Run 1, placement by cell class:
The bar under the picture is 20 um long.
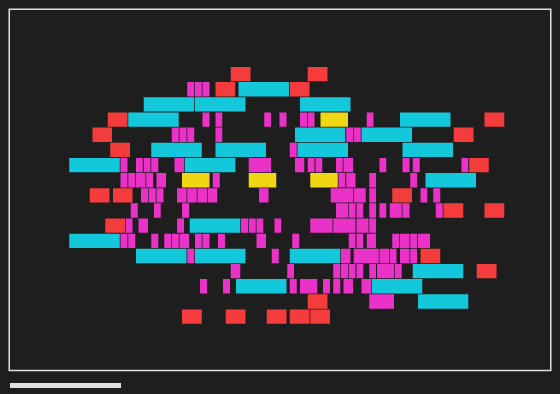
Run 1, gate families picked out:
The bar under the picture is 20 um long.
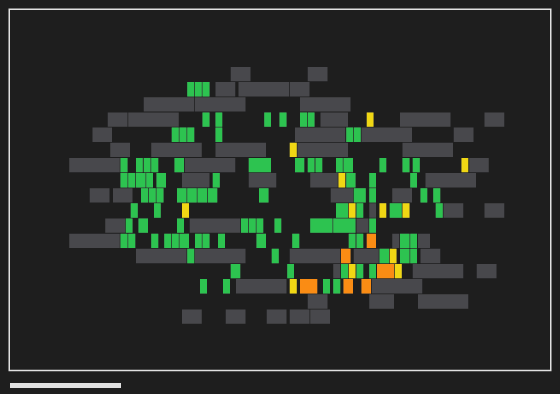
Run 1, clock distribution:
The bar under the picture is 20 um long.
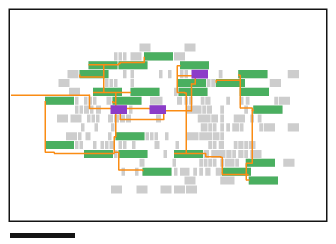
[config.mk]
export PLATFORM = sky130hd
export DESIGN_NAME = iter_shift_rev
export DESIGN_NICKNAME = d
export VERILOG_FILES = /design/src/rtl/iter_shift_rev_pkg.sv /design/src/rtl/iter_shift_rev_shr_step.sv /design/src/rtl/iter_shift_rev.sv
export SDC_FILE = /design/constraint.sdc
export NUM_CORES = 1
export LEC_CHECK = 0
export ABC_AREA = 1
export CAP_MARGIN = 0
export CORE_ASPECT_RATIO = 0.6
export CORE_MARGIN = 8
export CORE_UTILIZATION = 30
export CTS_CLUSTER_SIZE = 30
export DETAILED_ROUTE_END_ITERATION = 10
export HOLD_SLACK_MARGIN = 0.15
export PLACE_DENSITY = 0.54
export SLEW_MARGIN = 20
export SYNTH_ARGS = -nofsm -noshare
export SYNTH_HDL_FRONTEND = slang
export SYNTH_SLANG_ARGS = --single-unit
[constraint.sdc]
create_clock -name clk -period 3.2 [get_ports clk]
set_clock_uncertainty 0.1 [all_clocks]
set_input_delay 0.64 -clock clk [delete_from_list [all_inputs] [get_ports clk]]
set_output_delay 0.64 -clock clk [all_outputs]
set_load 0.02 [all_outputs]
[src/rtl/iter_shift_rev_pkg.sv]
// Shared definitions for the iterative shift/rotate-right block:
// FSM state encoding, operation mode encodings and default sizing.
package iter_shift_rev_pkg;

  // Default data path width and matching shift-amount width (log2 of width)
  localparam int DEFAULT_WIDTH = 8;
  localparam int DEFAULT_AMT_W = 3;

  // Operation select encodings
  localparam logic MODE_SHR = 1'b0;  // logical shift right, zero fill at MSB
  localparam logic MODE_ROR = 1'b1;  // rotate right, old LSB refills MSB

  // Controller states
  typedef enum logic [1:0] {
    IDLE  = 2'b00,
    SHIFT = 2'b01,
    DONE  = 2'b10
  } state_t;

endpackage

[src/rtl/iter_shift_rev_shr_step.sv]
// One-bit shift/rotate-right of a WIDTH-bit vector. Purely combinational;
// the controller applies it once per cycle to walk the operand into place.
module shr_step
  import iter_shift_rev_pkg::*;
#(
  parameter int WIDTH = DEFAULT_WIDTH
) (
  input  logic [WIDTH-1:0] din,
  input  logic             mode,
  output logic [WIDTH-1:0] dout
);

  logic fill_s;

  // Select the bit entering at the MSB, then move everything one place right
  always_comb begin
    fill_s = 1'b0;
    if (mode == MODE_ROR) begin
      fill_s = din[0];
    end else begin
      fill_s = 1'b0;
    end
    dout = {fill_s, din[WIDTH-1:1]};
  end

endmodule

[src/rtl/iter_shift_rev.sv]
// Iterative shift/rotate-right unit. An accepted request is walked one bit
// per cycle through a work register; only the final value is published on
// dout, which otherwise holds the previous result.
module iter_shift_rev
  import iter_shift_rev_pkg::*;
#(
  parameter int WIDTH = DEFAULT_WIDTH,
  parameter int AMT_W = DEFAULT_AMT_W
) (
  input  logic             clk,
  input  logic             rst,
  input  logic             start,
  input  logic [WIDTH-1:0] din,
  input  logic [AMT_W-1:0] amt,
  input  logic             mode,
  output logic [WIDTH-1:0] dout,
  output logic             busy,
  output logic             done
);

  localparam logic [AMT_W-1:0] CNT_ZERO = {AMT_W{1'b0}};
  localparam logic [AMT_W-1:0] CNT_ONE  = AMT_W'(1'b1);

  state_t           state_r;
  state_t           next_state_s;
  logic [WIDTH-1:0] work_r;
  logic [WIDTH-1:0] step_s;
  logic [AMT_W-1:0] cnt_r;
  logic             mode_r;
  logic [WIDTH-1:0] dout_r;
  logic             busy_r;
  logic             done_r;

  // One-bit step applied to the work register each SHIFT cycle
  shr_step #(
    .WIDTH (WIDTH)
  ) u_step (
    .din  (work_r),
    .mode (mode_r),
    .dout (step_s)
  );

  // Next-state decode; start is only looked at in IDLE so it cannot queue
  always_comb begin
    next_state_s = state_r;
    case (state_r)
      IDLE: begin
        if (start) begin
          if (amt != CNT_ZERO) begin
            next_state_s = SHIFT;
          end else begin
            next_state_s = DONE;
          end
        end else begin
          next_state_s = IDLE;
        end
      end
      SHIFT: begin
        // Leave on the step that takes the counter from 1 to 0
        if (cnt_r == CNT_ONE) begin
          next_state_s = DONE;
        end else begin
          next_state_s = SHIFT;
        end
      end
      DONE:    next_state_s = IDLE;
      default: next_state_s = IDLE;
    endcase
  end

  // State register
  always_ff @(posedge clk or posedge rst) begin
    if (rst) begin
      state_r <= IDLE;
    end else begin
      state_r <= next_state_s;
    end
  end

  // Work register, counter, latched mode and published result
  always_ff @(posedge clk or posedge rst) begin
    if (rst) begin
      work_r <= {WIDTH{1'b0}};
      cnt_r  <= CNT_ZERO;
      mode_r <= MODE_SHR;
      dout_r <= {WIDTH{1'b0}};
    end else begin
      case (state_r)
        IDLE: begin
          if (start) begin
            work_r <= din;
            cnt_r  <= amt;
            mode_r <= mode;
            // Zero-count request completes immediately with the operand
            if (amt == CNT_ZERO) begin
              dout_r <= din;
            end
          end
        end
        SHIFT: begin
          work_r <= step_s;
          cnt_r  <= cnt_r - CNT_ONE;
          // Publish only the final step so intermediates never show
          if (cnt_r == CNT_ONE) begin
            dout_r <= step_s;
          end
        end
        DONE: begin
          work_r <= work_r;
        end
        default: begin
          work_r <= work_r;
        end
      endcase
    end
  end

  // Registered status flags derived from the state being entered
  always_ff @(posedge clk or posedge rst) begin
    if (rst) begin
      busy_r <= 1'b0;
      done_r <= 1'b0;
    end else begin
      busy_r <= (next_state_s == SHIFT);
      done_r <= (next_state_s == DONE);
    end
  end

  assign dout = dout_r;
  assign busy = busy_r;
  assign done = done_r;

endmodule

==> impl_metrics.tcl, run 1 <==
# yosys + openroad results
set metrics [dict create \
    final_max_slew_viol_count 0 \
    ys_cells 148 \
    worstPathCellList "clkdlybuf4s50_1" \
    grt-busiest-layer "met2" \
    area_delta_synth_final_pct 27.81 \
    hold_depth 2 \
    numPlacedInstances 216 \
    grt_pass1_vias 1038 \
    status "finished, final reports clean" \
    ys_sh_xor 0 \
    port_buffers 24 \
    ys.flops 24 \
    arrival_ns 1.27 \
    vias_per_cell 4.591 \
    drtPass1Iterations 4 \
    insertion_delay_ns 0.27 \
    cap_viol_max_count 0 \
    post_cts_resized 0 \
    cp_data_required_time_ns 2.46 \
    p_leak_uw 0.0007906 \
    tightestPinTransition_ns 0.9363 \
    rr_endpoint "cnt_r[2]" \
    setup_viol 0 \
    top_area_frac 0.5096 \
    crit_fanout 2 \
    drc 0 \
    warnings 27 \
    endpoint_kind "output port" \
    layout.cells.most_common "nand2_1" \
    cts-root-buf "clkbuf_8" \
    netlist_area_um2 1179 \
    comb_area_um2 506.7 \
    cts_tree "yes" \
    pre_cts_ws_ns 1.132 \
    grt.total_usage 0.09582 \
    mux_share 0 \
    r2r_slack_ns 1.50 \
    holdBufCountCts 0 \
    wl_per_cell_um 12.91 \
    ioPinCount 25 \
    crit_path_end "dout[4]" \
    post-route-min-period_ns 2.008 \
    max_freq_mhz 497.9 \
    yosysWarnings 0 \
    p_int_uw 874.4 \
    clockBufferDepth 2 \
    ys_sh_simple 0.3769 \
    dpl.hpwl_um 2143 \
    r2r-start "state_r[0]" \
    fp_util 0.3166 \
    routed-via-count 1010 \
]
-- 'placement by cell class' (at the start) --
| class | color | cells | share of their area |
|---|---|---|---|
| remaining buffers and delay cells | red | 24 | 17% |
| clock drivers and dummy loads | yellow | 4 | 3.8% |
| remaining logic cells | magenta | 121 | 38% |
| sequential cells | cyan | 24 | 41% |
Rows: 17
core area: 3722 um^2
fraction of area in registers: 0.3987
design area: 1506 um^2

-- 'gate families picked out' (at the start) --
| family | color | cells |
|---|---|---|
| inv cells | yellow | 12 |
| aoi and oai cells | orange | 6 |
| nand cells | green | 95 |

-- 'clock distribution' (at the start) --
[flip-flops] green | count: 24
[clock-net drivers] purple | count: 3
[clock wires] orange | length: 330 um
routed clock nets: 4

## run 1: cell usage after synthesis (all sizes together)
master  instances
buf             3
nand2          77
inv            12
o21ai           6
dfrtp          24
or2             1
ha              2
nor2            5
nand3          18
## run 1: worst min-delay path by stage
stage                         start   endpoint  slack (ns)
after floorplan           work_r[0]  work_r[0]        0.34
after global placement    work_r[7]  work_r[7]        0.36
after detailed placement  work_r[3]  work_r[3]        0.36
after CTS                 work_r[3]  work_r[3]        0.38
after global routing      work_r[0]  work_r[0]        0.40
final                       dout[3]    dout[3]        0.38
## run 1: power by group through the flow
stage                     sequential [uW]  combinational, uW  clock [uW]
after floorplan                       596                573           0
after global placement                562                842           0
after detailed placement              566                854           0
after CTS                             561                858         214
after global routing                  579                959         225
final                                 561                851         209
## run 1: sequential cells by signal, summed over array words and instances (netlist names)
signal / flops
dout: 8
state_r: 2
busy: 1
work_r: 8
done: 1
cnt_r: 3
mode_r: 1
## run 1: cell type report
class / instances / share of cell area
Sequential cell: 24 / 0.3987
Clock buffer: 4 / 0.03654
Tap cell: 47 / 0.03904
Multi-Input combinational cell: 109 / 0.3364
Inverter: 12 / 0.02990
Timing Repair Buffer: 24 / 0.1595
## run 1: stage by stage
step,util,total power [uW],hold WS (ns)
5_1_grt,0.4047,1763,0.4046
4_1_cts,0.4047,1633,0.3820
3_3_place_gp,0.3899,1404,0.3574
2_1_floorplan,-,1169,0.3417
6_report,0.4047,1621,0.3776
3_5_place_dp,0.3899,1420,0.3609
## run 1: worst register-to-register path, cell delays in order, from the launching register on
cell and delay, ns:
dfrtp_1 0.64, nand2_4 0.21, nand2_2 0.30, inv_2 0.18, nand2_1 0.09, nand3_1 0.07
Run 1, floorplan with the power grid:
Pins as bars on the die edge. Tap cells in gray.
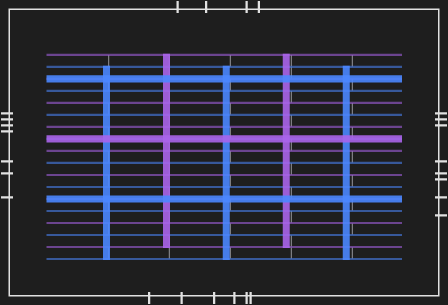

==> run 2: changes to the inputs <==
--- a/config.mk
+++ b/config.mk
@@ -13,7 +13,7 @@
 export CTS_CLUSTER_SIZE = 30
 export DETAILED_ROUTE_END_ITERATION = 10
 export HOLD_SLACK_MARGIN = 0.15
-export PLACE_DENSITY = 0.54
+export PLACE_DENSITY = 0.56
 export SLEW_MARGIN = 20
 export SYNTH_ARGS = -nofsm -noshare
 export SYNTH_HDL_FRONTEND = slang
==> constraint.sdc (replaced) <==
create_clock -name clk -period 1.7 [get_ports clk]
set_clock_uncertainty 0.1 [all_clocks]
set_input_delay 0.34 -clock clk [delete_from_list [all_inputs] [get_ports clk]]
set_output_delay 0.34 -clock clk [all_outputs]
set_load 0.02 [all_outputs]
Run 2, floorplan with the power grid:
Pins as bars on the die edge. Tap cells in gray.
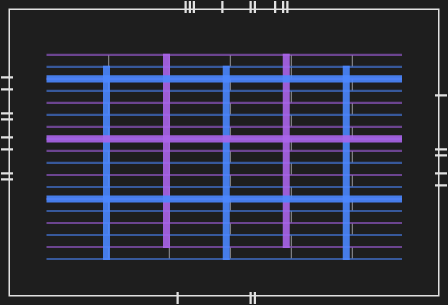
| net | color |
|---|---|
| VSS | blue |
| VDD | purple |
tap cells: 47
met5 straps: 3
signal pins: 25
met1 rails: 18
Worst VDD drop: 0.7400 mV
Die Y: 64.55 um

==> run 2 against run 1 <==
Against the previous run:
- worst hold slack got worse by 0.055 ns
- critical endpoint is now busy
- first-iteration DRC count fell by 18%
- synthesized cell count did not move
- power rose by 90%
- die area did not move
- critical path depth did not move
==> impl_metrics.tcl, run 2 <==
# yosys + openroad results
set metrics [dict create \
    layout.cells.most_common "nand2_1" \
    warnings 27 \
    numPlacedInstances 220 \
    yosys.area.top_type "dfrtp_1" \
    yosysWarnings 0 \
    grt.total_usage 0.09442 \
    status "finished, final reports clean" \
    wl_per_cell_um 12.61 \
    top_area_frac 0.5096 \
    final_max_slew_viol_count 0 \
    grt_max_degree 25 \
    cts_setup_buffers 0 \
    worstPathCellList "clkdlybuf4s50_1" \
    fp_util 0.3166 \
    max_freq_mhz 613.6 \
    cp_slowest_stage_delay_ns 0.60 \
    clkSinkCount 24 \
    cts_buffers 3 \
    synth.distinct_cells 16 \
    ys.flops 24 \
    endpoint_kind "output port" \
    p_leak_uw 0.0009083 \
    dpl.hpwl_um 2194 \
    netlist_area_um2 1179 \
    gp_congestion 0.8036 \
    ioPinCount 25 \
    min_path_type "in -> async" \
    syn_inst 148 \
    ys_cells 148 \
    tns_ns 0 \
    holdWs_ns 0.3222 \
    path_class "reg -> out" \
    pre_cts_ws_ns 0.07046 \
    drtPass1Iterations 4 \
    cpMaxStageDelayCell "clkdlybuf4s50_1" \
    cap_viol_max_count 0 \
    ys_top_cells_by_count "71 x nand2_1, 24 x dfrtp_1, 18 x nand3_1" \
    area_delta_synth_final_pct 31.64 \
    setup_viol 0 \
    vias_per_cell 4.295 \
    finalInstanceArea_um2 1551 \
    max_slew_margin 0.7847 \
    insertion_delay_ns 0.27 \
    synth_nets 165 \
    async_flop_share 1.000 \
    post-route-min-period_ns 1.630 \
    htree_levels 1 \
    antenna_found_initial 0 \
    ant_nets 0 \
    finalClockPeriodUsage 0.9587 \
    diodes 0 \
    critPathLaunchType "flop" \
    yosysSeqAreaShare 0.5096 \
    drt-total-wl_um 2824 \
    grt_setup_unrepaired "false" \
    routed-via-count 962 \
    tightestPinTransition_ns 0.3230 \
    arrival_ns 1.19 \
    postSynthAreaPerCell_um2 7.964 \
    clockBufferDepth 2 \
    core_um2 3722 \
    drc 0 \
    crit_fanout 1 \
    ff_type "dfrtp_1" \
    post-route-util 0.4168 \
    layout.cells.most_common_list "71 x nand2_1, 24 x dfrtp_1, 18 x nand3_1" \
    synth_chip_area_um2 1179 \
    die_width_um 96.92 \
    crit_buf_inv 1 \
    powerDensity_nw_per_um2 1982 \
    rows 17 \
    cp_data_required_time_ns 1.26 \
    hold_viol_final 0 \
    ys_top_cells_by_area "dfrtp_1 51%, nand2_1 23%, nand3_1 7.6%, nand2_4 2.9%, inv_1 2.2%" \
    drive_gt1_frac 0.1356 \
    edf_count 0 \
    cts_tree "yes" \
    port_buffers 24 \
    layout.nets 195 \
    power_uw 3075 \
    top_cell "nand2_1" \
    grt_pass1_vias 1019 \
    stdcell_count 224 \
    cts-root-buf "clkbuf_8" \
    chip_area_um2 6256 \
]
Run 2, placement by cell class:
The bar under the picture is 20 um long.
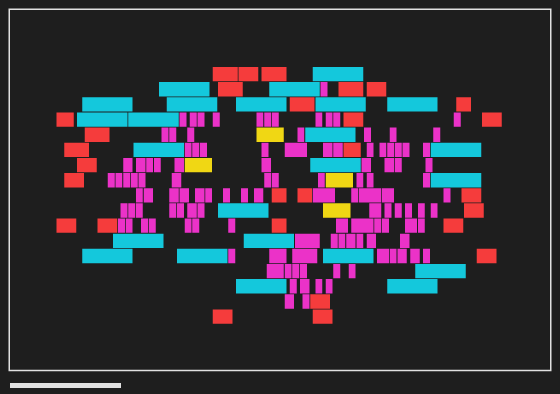
| class | color | cells | share of their area |
|---|---|---|---|
| sequential cells | cyan | 24 | 40% |
| remaining buffers and delay cells | red | 28 | 19% |
| remaining logic cells | magenta | 121 | 37% |
| clock drivers and dummy loads | yellow | 4 | 3.7% |

## run 2: cell count changes in the layout (fill, tap and decap cells not counted)
cell / delta
buf_4: +4
dlymetal6s2s_1: +7
clkdlybuf4s50_1: -9
dlygate4sd2_1: +2
## run 2: final cells by class
class	instances	area, um^2
fillers	362	2171
repair buffers	28	285.3
clock buffers	4	55.05
inverters	12	45.04
flip-flops and latches	24	600.6
well taps	47	58.81
multi-input cells	109	506.7
## run 2: worst paths after layout
check                      slack [ns]  cells past startpoint        end  startpoint
min in group clk                 0.38                      2  work_r[3]   work_r[3]
max in group asynchronous        0.94                      3     mode_r         rst
min                              0.32                      3  work_r[1]         rst
max                              0.07                      1       busy        busy
min reg2reg                      0.38                      2  work_r[3]   work_r[3]
max reg2reg                      0.18                      9    dout[5]    cnt_r[1]
## run 2: worst reg2reg max path, delay by kind of cell, from the launching register on
family	cells	cell delay [ns]
adder cells (fa/ha/maj)	1	0.16
buffers and inverters	2	0.14
flip-flops	1	0.37
AND/OR/NAND/NOR	6	0.65
## run 2: logic make-up after synthesis
family          count (synthesis)  share of synthesized area
fa+ha+maj                       2                    0.02123
simple gates                  101                     0.3769
flops                          24                     0.5096
compound gates                  6                    0.03185
buf+inv                        15                    0.06051
## run 2: power by group
group	internal, uW	switching, uW	leakage, uW
sequential	852	183	0.000300
combinational	617	1030	0.000579
clock	207	184	0.0000288
## run 2: routing by layer
layer / global-route usage / vias up / share of wire
met5: 0 / - / 0
met4: 0.01714 / 0 / 0
met3: 0.03810 / 0 / 0.052
met2: 0.1370 / 23 / 0.41
met1: 0.1287 / 422 / 0.54
li1: - / 517 / -
## run 2: repair_timing
item / in CTS / in global routing
resized: 2 / 7
setup endpoints to repair: 2 / 7
hold buffers: 0 / 0
pin swaps: 0 / 0
hold endpoints to repair: 0 / 0
Power figures rest on the tool's default switching activity, not on a simulated workload.
